File: config.mk
export PLATFORM = sky130hd
export DESIGN_NAME = button_scan_ctrl_flat
export DESIGN_NICKNAME = d
export VERILOG_FILES = /design/src/rtl/button_scan_if.sv /design/src/rtl/button_scan_ctrl.sv /design/src/flat_wrapper.sv
export SDC_FILE = /design/constraint.sdc
export NUM_CORES = 1
export LEC_CHECK = 0
export ABC_AREA = 0
export CORE_MARGIN = 1
export CORE_UTILIZATION = 45
export CTS_CLUSTER_DIAMETER = 150
export DETAILED_ROUTE_END_ITERATION = 7
export GPL_TIMING_DRIVEN = 0
export PLACE_DENSITY_LB_ADDON = 0.2
export SLEW_MARGIN = 0
export SYNTH_ARGS = -nofsm -noshare
export SYNTH_HDL_FRONTEND = slang
export SYNTH_SLANG_ARGS = --single-unit
File: constraint.sdc
create_clock -name clk -period 1.9 [get_ports clk]
set_input_delay 0.285 -clock clk [delete_from_list [all_inputs] [get_ports clk]]
set_output_delay 0.285 -clock clk [all_outputs]
set_load 0.005 [all_outputs]
File: src/rtl/button_scan_if.sv
// Button-board scan bus: decoder select and shared sense return on the board
// side, debounced button word toward the NES/SNES shifters.
interface button_scan_if;
   logic [2:0] row_sel;
   logic       sense;
   logic       freeze;
   logic [7:0] buttons;
   logic       buttons_valid;

   // Controller side
   modport master (
      output row_sel,
      output buttons,
      output buttons_valid,
      input  sense,
      input  freeze
   );

   // Board / console side
   modport slave (
      input  row_sel,
      input  buttons,
      input  buttons_valid,
      output sense,
      output freeze
   );
endinterface

File: src/rtl/button_scan_ctrl.sv
// Button-board scan sequencer: walks the 3-bit decoder select over all eight
// lines, samples the shared sense return, debounces whole 8-bit scans and
// publishes a stable button word, never while a console frame is active.
//
// Output handshake: buttons_valid is a one-cycle strobe with no ready/backpressure.
// It is high exactly in the cycle after buttons was written (buttons and the strobe
// change on the same edge), and fires on every write, changed value or not.
module button_scan_ctrl #(
   parameter int SETTLE_CYCLES  = 16,
   parameter int DEBOUNCE_COUNT = 4
) (
   input  logic                clk,
   input  logic                reset,
   button_scan_if.master       bus,
   output logic [1:0]          state_dbg
);

   typedef enum logic [1:0] {
      SETTLE = 2'd0,
      SAMPLE = 2'd1,
      COMMIT = 2'd2,
      HOLD   = 2'd3
   } state_t;

   localparam logic [7:0] SETTLE_LAST = 8'(SETTLE_CYCLES - 1);
   localparam logic [3:0] DEB_THRESH  = 4'(DEBOUNCE_COUNT);

   state_t     state_q, state_d;
   logic [7:0] settle_cnt_q, settle_cnt_d;
   logic [2:0] row_sel_q, row_sel_d;
   logic [7:0] raw_q, raw_d;
   logic [7:0] last_raw_q, last_raw_d;
   logic [3:0] stable_cnt_q, stable_cnt_d;
   logic [7:0] buttons_q, buttons_d;
   logic       buttons_valid_q, buttons_valid_d;

   logic       sense_s1_q, sense_s_q;
   logic       freeze_s1_q, freeze_s_q;
   logic [3:0] stable_next;

   // Two-flop synchronizers for the asynchronous sense and freeze inputs
   always_ff @(posedge clk) begin
      if (reset) begin
         sense_s1_q  <= 1'b0;
         sense_s_q   <= 1'b0;
         freeze_s1_q <= 1'b0;
         freeze_s_q  <= 1'b0;
      end else begin
         sense_s1_q  <= bus.sense;
         sense_s_q   <= sense_s1_q;
         freeze_s1_q <= bus.freeze;
         freeze_s_q  <= freeze_s1_q;
      end
   end

   // State register and datapath flops
   always_ff @(posedge clk) begin
      if (reset) begin
         state_q         <= SETTLE;
         settle_cnt_q    <= 8'd0;
         row_sel_q       <= 3'd0;
         raw_q           <= 8'd0;
         last_raw_q      <= 8'd0;
         stable_cnt_q    <= 4'd0;
         buttons_q       <= 8'd0;
         buttons_valid_q <= 1'b0;
      end else begin
         state_q         <= state_d;
         settle_cnt_q    <= settle_cnt_d;
         row_sel_q       <= row_sel_d;
         raw_q           <= raw_d;
         last_raw_q      <= last_raw_d;
         stable_cnt_q    <= stable_cnt_d;
         buttons_q       <= buttons_d;
         buttons_valid_q <= buttons_valid_d;
      end
   end

   // Scan-to-scan agreement count, saturating at 15
   always_comb begin
      stable_next = 4'd1;
      if (raw_q == last_raw_q) begin
         stable_next = (stable_cnt_q == 4'd15) ? 4'd15 : stable_cnt_q + 4'd1;
      end
   end

   // Next-state and datapath updates for the scan sequencer
   always_comb begin
      state_d         = state_q;
      settle_cnt_d    = settle_cnt_q;
      row_sel_d       = row_sel_q;
      raw_d           = raw_q;
      last_raw_d      = last_raw_q;
      stable_cnt_d    = stable_cnt_q;
      buttons_d       = buttons_q;
      buttons_valid_d = 1'b0;

      case (state_q)
         SETTLE: begin
            // Counter stops at its last value; SAMPLE clears it
            if (settle_cnt_q == SETTLE_LAST) begin
               state_d = SAMPLE;
            end else begin
               settle_cnt_d = settle_cnt_q + 8'd1;
            end
         end

         SAMPLE: begin
            raw_d[row_sel_q] = sense_s_q;
            if (row_sel_q != 3'd7) begin
               row_sel_d    = row_sel_q + 3'd1;
               settle_cnt_d = 8'd0;
               state_d      = SETTLE;
            end else begin
               state_d = COMMIT;
            end
         end

         COMMIT: begin
            stable_cnt_d = stable_next;
            last_raw_d   = raw_q;
            if (stable_next >= DEB_THRESH) begin
               if (!freeze_s_q) begin
                  buttons_d       = raw_q;
                  buttons_valid_d = 1'b1;
                  row_sel_d       = 3'd0;
                  settle_cnt_d    = 8'd0;
                  state_d         = SETTLE;
               end else begin
                  // Pending word waits in last_raw until the frame ends
                  state_d = HOLD;
               end
            end else begin
               row_sel_d    = 3'd0;
               settle_cnt_d = 8'd0;
               state_d      = SETTLE;
            end
         end

         HOLD: begin
            if (!freeze_s_q) begin
               buttons_d       = last_raw_q;
               buttons_valid_d = 1'b1;
               row_sel_d       = 3'd0;
               settle_cnt_d    = 8'd0;
               state_d         = SETTLE;
            end
         end

         default: begin
            state_d = SETTLE;
         end
      endcase
   end

   assign bus.row_sel       = row_sel_q;
   assign bus.buttons       = buttons_q;
   assign bus.buttons_valid = buttons_valid_q;
   assign state_dbg         = state_q;

endmodule

File: src/flat_wrapper.sv
// flat-port wrapper written by rule: the top's interface ports become plain ports
module button_scan_ctrl_flat 
#(
   parameter int SETTLE_CYCLES  = 16,
   parameter int DEBOUNCE_COUNT = 4
)
  (clk, reset, state_dbg, bus_row_sel, bus_buttons, bus_buttons_valid, bus_sense, bus_freeze);
  button_scan_if bus_i ();
  input  logic clk;
  input  logic reset;
  output logic [1:0] state_dbg;
  output wire logic [$bits(bus_i.row_sel)-1:0] bus_row_sel;
  output wire logic [$bits(bus_i.buttons)-1:0] bus_buttons;
  output wire logic [$bits(bus_i.buttons_valid)-1:0] bus_buttons_valid;
  input wire logic [$bits(bus_i.sense)-1:0] bus_sense;
  input wire logic [$bits(bus_i.freeze)-1:0] bus_freeze;
  assign bus_row_sel = bus_i.row_sel;
  assign bus_buttons = bus_i.buttons;
  assign bus_buttons_valid = bus_i.buttons_valid;
  assign bus_i.sense = bus_sense;
  assign bus_i.freeze = bus_freeze;
  button_scan_ctrl #(.SETTLE_CYCLES(SETTLE_CYCLES), .DEBOUNCE_COUNT(DEBOUNCE_COUNT)) u_core (.clk(clk), .reset(reset), .bus(bus_i), .state_dbg(state_dbg));
endmodule
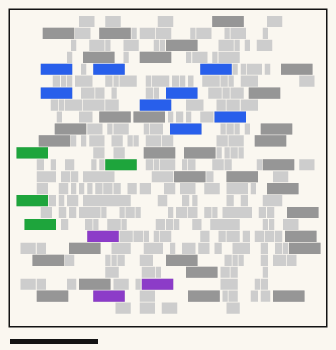
Figure 1: run 1, register map, names as in the netlist.
The bar under the picture is 20 um long. Other sequential cells in the stronger grey, the rest of the logic in the fainter grey.
`u_core.bus.row_sel` -> purple  # placed flops 3
`u_core.last_raw_q` -> blue  # placed flops 8
`u_core.stable_cnt_q` -> green  # placed flops 4, where left middle

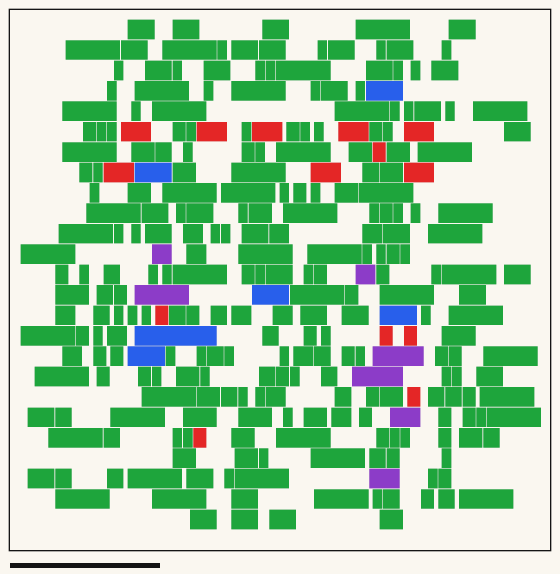
Figure 2: run 1, cells by drive strength.
The bar under the picture is 20 um long.
x3 and x4 -> purple  # cells 7
x2 -> red  # cells 14
x1 and smaller -> green  # cells 251
x6 and larger -> blue  # cells 6

==> flow_metrics.py, run 1 <==
# Physical implementation metrics
metrics = {
    "floorplanning": {
        "die_y_um": 72.0,
        "core_area_mm2": 0.00472,
        "die_w_um": 72.0,
        "io_pins": 18,
        "dieArea_mm2": 0.00518,
    },
    "sta": {
        "hold_violations": 0,
        "tightestPinTransition_ns": 0.603,
        "setup_violations": 0,
        "fmax_ghz": 0.559,
        "whs_ns": 0.440,
        "slew_violations": 0,
        "setup_tns_ns": 0,
    },
    "power": {
        "p_per_area_mw_per_mm2": 702,
        "cellLeakagePower_nw": 0.962,
    },
    "critical_path": {
        "crit_path_end_kind": "register",
        "critPathCapture": "u_core.settle_cnt_q[7]",
        "crit_fanout": 7,
        "cp.required_ns": 2.13,
        "worstSetupPathType": "register to register",
        "r2r_cells": 6,
    },
    "synth": {
        "ys_seq_share_pct": 41.8,
        "syn-instance-count": 253,
        "edf_count": 0,
        "syn-cell-area_mm2": 0.00220,
        "yosysCellCount": 253,
        "synth-seq-cells": 46,
        "ys_async_sr_fraction_pct": 0,
    },
    "detailed_routing": {
        "drc": 0,
        "firstDrtPassIters": 4,
        "dr.first_iter.drc_count": 54,
        "routed_wl_mm": 4.34,
        "ant_nets": 0,
    },
    "global_routing": {
        "grt_pass1_wl_mm": 7.29,
        "grt_max_degree": 15,
        "grt.overflow.total": 0,
        "use_met3_pct": 3.75,
        "busiest_layer": "met2",
        "antenna_found_initial": 0,
        "grtUsageTotal_pct": 18.4,
        "first_global_vias": 1594,
    },
    "cts": {
        "max-clock-path-buffers": 2,
        "postCtsSetupBuffers": 0,
        "cts_root_buffer": "clkbuf_8",
        "tritoncts.num_buffers": 5,
        "cts_sinks": 46,
    },
    "place": {
        "port_buffers": 17,
        "placed_area_mm2": 0.00246,
        "hpwl_mm": 3.04,
        "gp_congestion": 0.842,
    },
    "final_layout": {
        "drive_gt1_share_pct": 9.71,
        "area_growth_pct": 16.7,
        "stdcell_area_mm2": 0.00257,
        "diodes": 0,
        "num-nets-final": 285,
    },
    "min_path": {
        "min_delay_worst_endpoint": "u_core.freeze_s_q",
        "whs_path_depth": 1,
    },
    "run_status": {
        "outcome": "completed",
    },
}
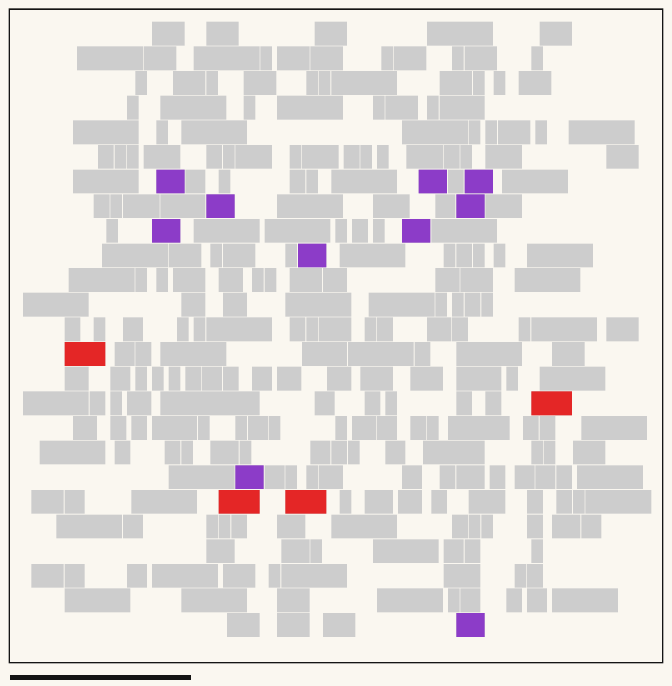
Figure 3: run 1, gate families picked out.
The bar under the picture is 20 um long.
fa/ha/maj cells -> red  # cells 4
xor and xnor cells -> purple  # cells 10

run 1: Yosys cell counts (5+ instances only):
library cell	instances	share of area [%]
clkbuf_1	10	1.7
xnor2_1	10	4.0
nand2_1	46	7.8
inv_1	5	0.85
dfxtp_1	46	42
mux2i_1	16	7.3
nor2_1	18	3.1
mux2_2	8	4.1
a21oi_1	18	4.1
nand3_1	6	1.4
nor2b_1	7	2.0
a31oi_1	6	1.7
run 1: cells in the final DEF (no fill, tap or decap), drive strengths merged, types with 2 or more instances in the layout:
master          n
nor2b           7
dfxtp          46
inv             5
and3            2
o21ai           8
clkbuf         16
a31oi           6
nand3           6
o211ai          2
xnor2          10
o21bai          2
ha              4
or3             2
a41oi           2
a211oi          2
mux2i          16
mux2            8
clkdlybuf4s50  17
buf             3
nand4           2
nand2          46
nand3b          4
nor3b           3
clkinv          3
nand2b          3
a21oi          18
nor2           18
nor3            4
o32ai           2
run 1: registers in the layout, summed over array words and instances (netlist names):
| name | count |
|---|---|
| u_core.sense_s_q | 1 |
| u_core.last_raw_q | 8 |
| u_core.bus.row_sel | 3 |
| u_core.settle_cnt_q | 8 |
| u_core.bus.buttons_valid | 1 |
| u_core.bus.buttons | 8 |
| u_core.freeze_s_q | 1 |
| u_core.sense_s1_q | 1 |
| u_core.stable_cnt_q | 4 |
| u_core.freeze_s1_q | 1 |
| u_core.raw_q | 8 |
| u_core.state_dbg | 2 |
run 1: worst max-delay path, cell delays in order (launching register included):
cell and delay [ns]:
dfxtp_1 0.43, ha_1 0.22, nand3_1 0.18, or3_4 0.44, o21bai_4 0.14, o21bai_4 0.12, o2bb2ai_1 0.18
run 1: layer usage:
metal / up-vias / share of wire, %
li1: 930 / -
met1: 815 / 50
met2: 18 / 45
met3: 8 / 2.5
met4: 0 / 2.0
met5: - / 0
run 1: where the power goes:
group,switching (W),internal (W)
logic,0.0000405,0.0000311
registers,0.0000269,0.000987
clock network,0.000332,0.000387
total,0.000399,0.00141
run 1: through the flow:
stage / setup WS (ns) / std cells / util (%) / total power, W
floorplan: 0.312 / 253 / - / 0.00108
global placement: -0.0524 / 337 / 52.0 / 0.00111
finish: 0.111 / 345 / 54.4 / 0.00180
CTS: 0.0673 / 345 / 54.3 / 0.00183
detailed placement: -0.0675 / 337 / 52.0 / 0.00111
global route: -0.00246 / 345 / 54.4 / 0.00188
run 1: cells by family after synthesis:
kind of cell	Yosys count	synth area share (%)
fa+ha+maj	4	2.27
simple gates	101	21.8
compound gates	48	15.0
buf+inv	20	3.75
xor+xnor	10	3.97
flops	46	41.8
mux	24	11.4
run 1: repair_timing:
action                     4_1_cts  5_1_grt
resized                          0        5
setup endpoints to repair        0       14
hold endpoints to repair         0        0
run 1: layout make-up:
cell class,count,area (um2)
Timing Repair Buffer,17,170
Inverter,6,22.5
Fill cell,452,2150
Clock buffer,5,68.8
Clock inverter,3,40.0
Sequential cell,46,921
Multi-Input combinational cell,187,1200
Tap cell,67,83.8
Buffer,14,65.1
--- run 2 (diff from run 1) ---
--- a/config.mk
+++ b/config.mk
@@ -7,10 +7,9 @@
 export LEC_CHECK = 0
 export ABC_AREA = 0
 export CORE_MARGIN = 1
-export CORE_UTILIZATION = 45
+export CORE_UTILIZATION = 57
 export CTS_CLUSTER_DIAMETER = 150
 export DETAILED_ROUTE_END_ITERATION = 7
-export GPL_TIMING_DRIVEN = 0
 export PLACE_DENSITY_LB_ADDON = 0.2
 export SLEW_MARGIN = 0
 export SYNTH_ARGS = -nofsm -noshare
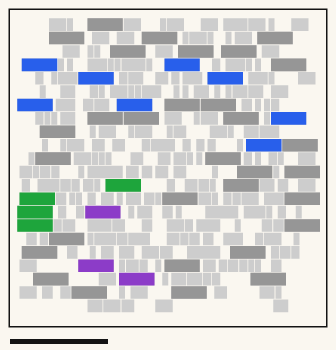
Figure 4: run 2, register map, names as in the netlist.
The bar under the picture is 20 um long. Other sequential cells in the stronger grey, the rest of the logic in the fainter grey.
`u_core.bus.row_sel` -> purple  # placed flops 3
`u_core.last_raw_q` -> blue  # placed flops 8
`u_core.stable_cnt_q` -> green  # placed flops 4

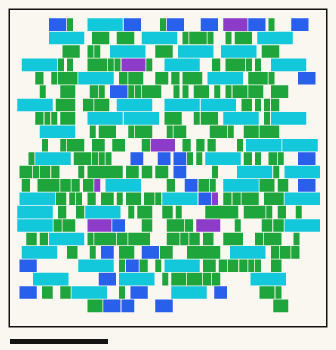
Figure 5: run 2, placed cells, one colour a class.
The bar under the picture is 20 um long.
remaining logic cells -> green  # cells 193, share of their area 50%
clock drivers and dummy loads -> purple  # cells 7, share of their area 3.1%
remaining buffers and delay cells -> blue  # cells 28, share of their area 10%
registers -> cyan  # cells 46, share of their area 37%

==> run 2 against run 1 <==
Compared with the run above:
- worst hold slack better by 0.0013 ns
- core utilization increased by 14 points
- setup slack got worse by 0.0040 ns
- combinational power rose by 2%
- final cell count down 6.7%
- global-route usage up 4.6 points
- highest routed layer unchanged
- first-iteration DRC count grew 96%
- largest power group unchanged
- sequential power barely moved
==> flow_metrics.py, run 2 <==
# Physical implementation metrics
metrics = {
    "synth": {
        "syn-instance-count": 253,
        "top_cells_by_count": "dfxtp_1 (46), nand2_1 (46), a21oi_1 (18), nor2_1 (18), mux2i_1 (16)",
        "edf_count": 0,
        "ys_async_sr_fraction_pct": 0,
        "top_area_cell": "dfxtp_1",
        "adder_share_pct": 2.27,
        "top_cell_area_share_pct": 41.8,
        "synthTopLogicFamily": "simple AND/OR/NAND/NOR gates",
        "top_cells_by_area": "dfxtp_1 (42%), nand2_1 (7.8%), mux2i_1 (7.3%)",
        "synth.cellmix.compoundShare_pct": 15.0,
        "yosys_area_mm2": 0.00220,
        "yosysCellCount": 253,
        "syn-cell-area_mm2": 0.00220,
        "yosys.area_share.xor_xnor_pct": 3.98,
        "avgSynthCellArea_um2": 8.71,
        "ys_sh_mux_pct": 11.4,
        "ys_seq_share_pct": 41.8,
        "synth-seq-cells": 46,
        "simple_gate_share_pct": 21.8,
    },
    "power": {
        "switching_share_pct": 22.7,
        "comb_power_share_pct": 4.4,
        "p_int_w": 0.00127,
        "p_total_w": 0.00165,
        "net-switching-power_w": 0.000375,
        "p_per_area_mw_per_mm2": 650,
        "power_frac_seq_pct": 61.8,
        "cellLeakagePower_nw": 0.961,
        "power_frac_clock_pct": 33.8,
    },
    "critical_path": {
        "cp.required_ns": 1.62,
        "crit_path_end_kind": "output port",
        "path_delay_family": "flip-flops",
        "crit_chain": "clkdlybuf4s50_1",
        "worstSetupPathType": "register to output port",
        "crit_slowest_cell": "dfxtp_1",
        "slowest_delay_ns": 0.62,
        "critPathBufInv": 1,
        "crit_fanout": 16,
    },
    "global_routing": {
        "first_global_vias": 1634,
        "grt_max_degree": 18,
        "antenna_found_initial": 0,
        "grt.overflow.total": 0,
        "grtUsageTotal_pct": 23.0,
        "grt_pass1_wl_mm": 7.34,
    },
    "floorplanning": {
        "die_y_um": 64.2,
        "io_pins": 18,
        "die_w_um": 64.2,
        "dieArea_mm2": 0.00412,
        "core_area_mm2": 0.00369,
    },
    "cts": {
        "cts_sinks": 46,
        "cts_root_buffer": "clkbuf_8",
        "tritoncts.num_buffers": 5,
        "max-clock-path-buffers": 2,
        "htree_levels": 2,
        "cts_tree": "done",
    },
    "detailed_routing": {
        "ant_nets": 0,
        "vias": 1770,
        "dr.first_iter.drc_count": 106,
        "routed_wl_mm": 4.23,
        "drc": 0,
        "firstDrtPassIters": 4,
    },
    "final_layout": {
        "diodes": 0,
        "stdcell_area_mm2": 0.00254,
        "fin_cells": 322,
        "area_growth_pct": 15.2,
        "final_cell_mix": "nand2_1 (46), dfxtp_1 (46), nor2_1 (18), a21oi_1 (18), clkdlybuf4s50_1 (17)",
        "num-nets-final": 282,
        "drive_gt1_share_pct": 10.9,
    },
    "place": {
        "gp_congestion": 0.802,
        "hpwl_mm": 2.91,
        "placed_area_mm2": 0.00246,
        "dp_cells": 315,
        "port_buffers": 17,
    },
    "min_path": {
        "hp-class": "register to register",
    },
    "sta": {
        "fin_crit_sh_pct": 94.4,
        "relSlewSlack_pct": 64.6,
        "whs_ns": 0.442,
        "hold_violations": 0,
        "setup_violations": 0,
        "tightestPinTransition_ns": 0.531,
        "slew_violations": 0,
        "fmax_ghz": 0.558,
        "setup_tns_ns": 0,
    },
    "flow_run": {
        "max_cap_violations": 0,
        "warning_count": 26,
    },
    "run_status": {
        "outcome": "completed",
    },
}
run 2: cell count changes in the layout (fill, tap and decap cells not counted):
| cell | previous run | this run |
|---|---|---|
| buf_2 | 2 | 0 |
| buf_4 | 1 | 11 |
| bufinv_16 | 1 | 0 |
| clkbuf_1 | 8 | 2 |
| clkbuf_2 | 2 | 0 |
| clkbuf_4 | 1 | 0 |
| clkinv_2 | 2 | 0 |
| nand3_1 | 6 | 5 |
| nand3_2 | 0 | 1 |
run 2: layout make-up:
type / count / area [um2]
multi-input cells: 187 / 1200
fillers: 336 / 1150
flip-flops and latches: 46 / 921
repair buffers: 28 / 253
clock buffers: 7 / 76.3
well taps: 48 / 60.1
inverters: 6 / 22.5
run 2: path summary, 6_finish.rpt:
kind                            cells after the start                     to  slack (ns)                    from
worst min register to register                      1      u_core.freeze_s_q        0.44      u_core.freeze_s1_q
worst max-delay path                                1           state_dbg[0]        0.11     u_core.state_dbg[0]
worst min-delay path                                1      u_core.freeze_s_q        0.44      u_core.freeze_s1_q
worst max register to register                      7  u_core.bus.buttons[0]        0.15  u_core.stable_cnt_q[0]
run 2: per-stage QoR:
stage / setup WS (ns) / util (%)
after global placement: 0.148 / 66.6
after floorplan: 0.312 / -
after detailed placement: 0.125 / 66.6
after CTS: 0.109 / 68.7
final: 0.107 / 68.8
after global routing: 0.0234 / 68.8
run 2: layer usage:
metal | vias to the layer above | track usage [%] | routed length (um)
met5 | - | 0 | 0
met4 | 0 | 8.89 | 78
met3 | 8 | 5.71 | 115
met2 | 21 | 37.8 | 1940
met1 | 827 | 28.8 | 2090
li1 | 914 | - | -
run 2: logic make-up after synthesis:
group                    count (synthesis)
flip-flops                              46
AND/OR/NAND/NOR                        101
multiplexers                            24
AND-OR/OR-AND                           48
XOR/XNOR                                10
adder cells (fa/ha/maj)                  4
buffers and inverters                   20
run 2: power groups by stage:
stage | sequential (W) | clock [W] | combinational [W]
after global placement | 0.00104 | 0 | 0.0000703
final | 0.00102 | 0.000557 | 0.0000733
after global routing | 0.00102 | 0.000612 | 0.0000843
after floorplan | 0.00103 | 0 | 0.0000517
after CTS | 0.00102 | 0.000570 | 0.0000724
after detailed placement | 0.00104 | 0 | 0.0000718
run 2: repair_timing:
action,4_1_cts,5_1_grt
endpoints found under the setup margin,0,3
buffers inserted,0,0
gates resized,0,1
--- run 3 (diff from run 2) ---
--- a/config.mk
+++ b/config.mk
@@ -10,6 +10,7 @@
 export CORE_UTILIZATION = 57
 export CTS_CLUSTER_DIAMETER = 150
 export DETAILED_ROUTE_END_ITERATION = 7
+export MAX_ROUTING_LAYER = met4
 export PLACE_DENSITY_LB_ADDON = 0.2
 export SLEW_MARGIN = 0
 export SYNTH_ARGS = -nofsm -noshare
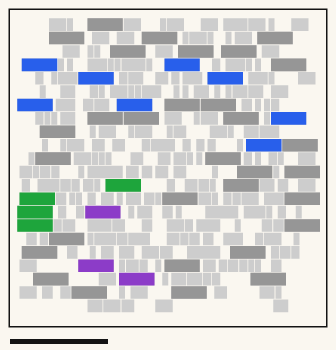
Figure 6: run 3, register map, names as in the netlist.
The bar under the picture is 20 um long. Other sequential cells in the stronger grey, the rest of the logic in the fainter grey.
`u_core.stable_cnt_q` -> green  # placed flops 4
`u_core.last_raw_q` -> blue  # placed flops 8
`u_core.bus.row_sel` -> purple  # placed flops 3
not coloured = 31

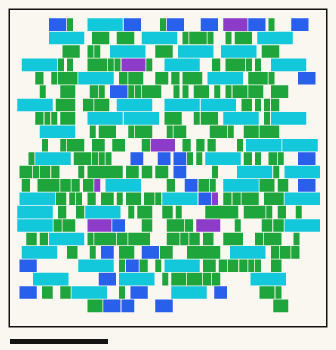
Figure 7: run 3, placed cells, one colour a class.
The bar under the picture is 20 um long.
remaining buffers and delay cells -> blue  # cells 28, share of their area 10%
registers -> cyan  # cells 46, share of their area 37%
clock drivers and dummy loads -> purple  # cells 7, share of their area 3.1%
remaining logic cells -> green  # cells 193, share of their area 50%

==> run 3 against run 2 <==
Compared with the run above:
- register-to-register slack about the same
- first-iteration DRC count down 2.8%
- synthesized cell count stayed put
- non-clock buffer count unchanged
- clock power about the same
==> flow_metrics.py, run 3 <==
# Physical implementation metrics
metrics = {
    "cts": {
        "cts_root_buffer": "clkbuf_8",
        "cts_tree": "done",
        "tritoncts.num_buffers": 5,
        "postCtsSetupBuffers": 0,
        "htree_levels": 2,
    },
    "detailed_routing": {
        "dr.first_iter.drc_count": 103,
        "drc": 0,
    },
    "critical_path": {
        "critPathBufInv": 1,
        "path_delay_family": "flip-flops",
        "worstSetupPathType": "register to output port",
        "crit_path_end_kind": "output port",
        "rr_startpoint": "u_core.stable_cnt_q[0]",
    },
    "place": {
        "placed_area_mm2": 0.00246,
        "port_buffers": 17,
        "gp_congestion": 0.814,
    },
    "synth": {
        "top_cells_by_count": "dfxtp_1 (46), nand2_1 (46), a21oi_1 (18), nor2_1 (18), mux2i_1 (16)",
        "yosys_area_mm2": 0.00220,
        "top_cells_by_area": "dfxtp_1 (42%), nand2_1 (7.8%), mux2i_1 (7.3%)",
        "avgSynthCellArea_um2": 8.71,
        "yosysCellCount": 253,
        "ys_seq_share_pct": 41.8,
    },
    "global_routing": {
        "grt.overflow.total": 0,
        "grt_max_degree": 18,
        "grt_util_met2_pct": 37.8,
        "busiest_layer": "met2",
        "grt_pass1_wl_mm": 7.35,
    },
    "power": {
        "cellLeakagePower_nw": 0.961,
        "p_per_area_mw_per_mm2": 649,
    },
    "run_status": {
        "outcome": "completed",
    },
    "final_layout": {
        "finish.utilization_pct": 68.8,
        "fillers": 336,
        "drive_gt1_share_pct": 10.9,
        "final_cell_mix": "nand2_1 (46), dfxtp_1 (46), nor2_1 (18), a21oi_1 (18), clkdlybuf4s50_1 (17)",
        "stdcell_area_mm2": 0.00254,
    },
    "floorplanning": {
        "die_w_um": 64.2,
        "core_area_mm2": 0.00369,
    },
    "sta": {
        "relSlewSlack_pct": 64.7,
        "fmax_ghz": 0.558,
    },
    "flow_run": {
        "max_cap_violations": 0,
    },
    "min_path": {
        "hp-start": "u_core.freeze_s1_q",
    },
}
## run 3: cell counts after synthesis
Identical to the previous run, type by type.
## run 3: power by group
group / internal (W) / leakage [nW] / switching [W]
registers: 0.000987 / 0.372 / 0.0000324
logic: 0.0000344 / 0.550 / 0.0000387
clock network: 0.000254 / 0.0383 / 0.000301
## run 3: kinds of logic (layout without fill, tap and decap cells)
logic type | count (synthesis) | after routing | share of synthesized area, %
DFF | 46 | 46 | 41.8
adders and majority gates | 4 | 4 | 2.27
xor gates and xnor gates | 10 | 10 | 3.97
buffers and inverters | 20 | 41 | 3.75
and+or+nand+nor | 101 | 101 | 21.8
muxes | 24 | 24 | 11.4
AOI/OAI and AO/OA | 48 | 48 | 15.0
## run 3: final cells by class
type | instances | area, um2 | share of cell area (%)
Inverter | 6 | 22.5 | 0.888
Clock buffer | 7 | 76.3 | 3.01
Multi-Input combinational cell | 187 | 1200 | 47.5
Timing Repair Buffer | 28 | 253 | 9.96
Sequential cell | 46 | 921 | 36.3
Tap cell | 48 | 60.1 | 2.37
## run 3: worst reg2reg max path, cell delays in order (launching register included)
cell and delay (ns):
dfxtp_1 0.37, ha_1 0.22, or2_1 0.11, o21ai_1 0.09, a211oi_4 0.42, o21ai_1 0.10, buf_4 0.21, mux2i_1 0.13
## run 3: path summary, 6_finish.rpt
check                           cells past startpoint  slack (ns)                    end
worst max-delay path                                1        0.11           state_dbg[0]
worst min-delay path                                1        0.44      u_core.freeze_s_q
worst max register to register                      7        0.15  u_core.bus.buttons[0]
worst min register to register                      1        0.44      u_core.freeze_s_q
## run 3: through the flow
stage	cells	hold slack (ns)	worst slack (ns)	total power, W
after floorplan	253	0.413	0.312	0.00108
after global placement	315	0.418	0.148	0.00111
after detailed placement	315	0.425	0.125	0.00111
after CTS	322	0.443	0.109	0.00166
after global routing	322	0.463	0.0234	0.00172
final	322	0.441	0.109	0.00165
## run 3: metal layers
metal  share of wire (%)  vias up
met5                   0        -
met4                 1.9        0
met3                 2.4        8
met2                  46       17
met1                  49      828
li1                    -      914
Power and IR drop assume default switching activity.
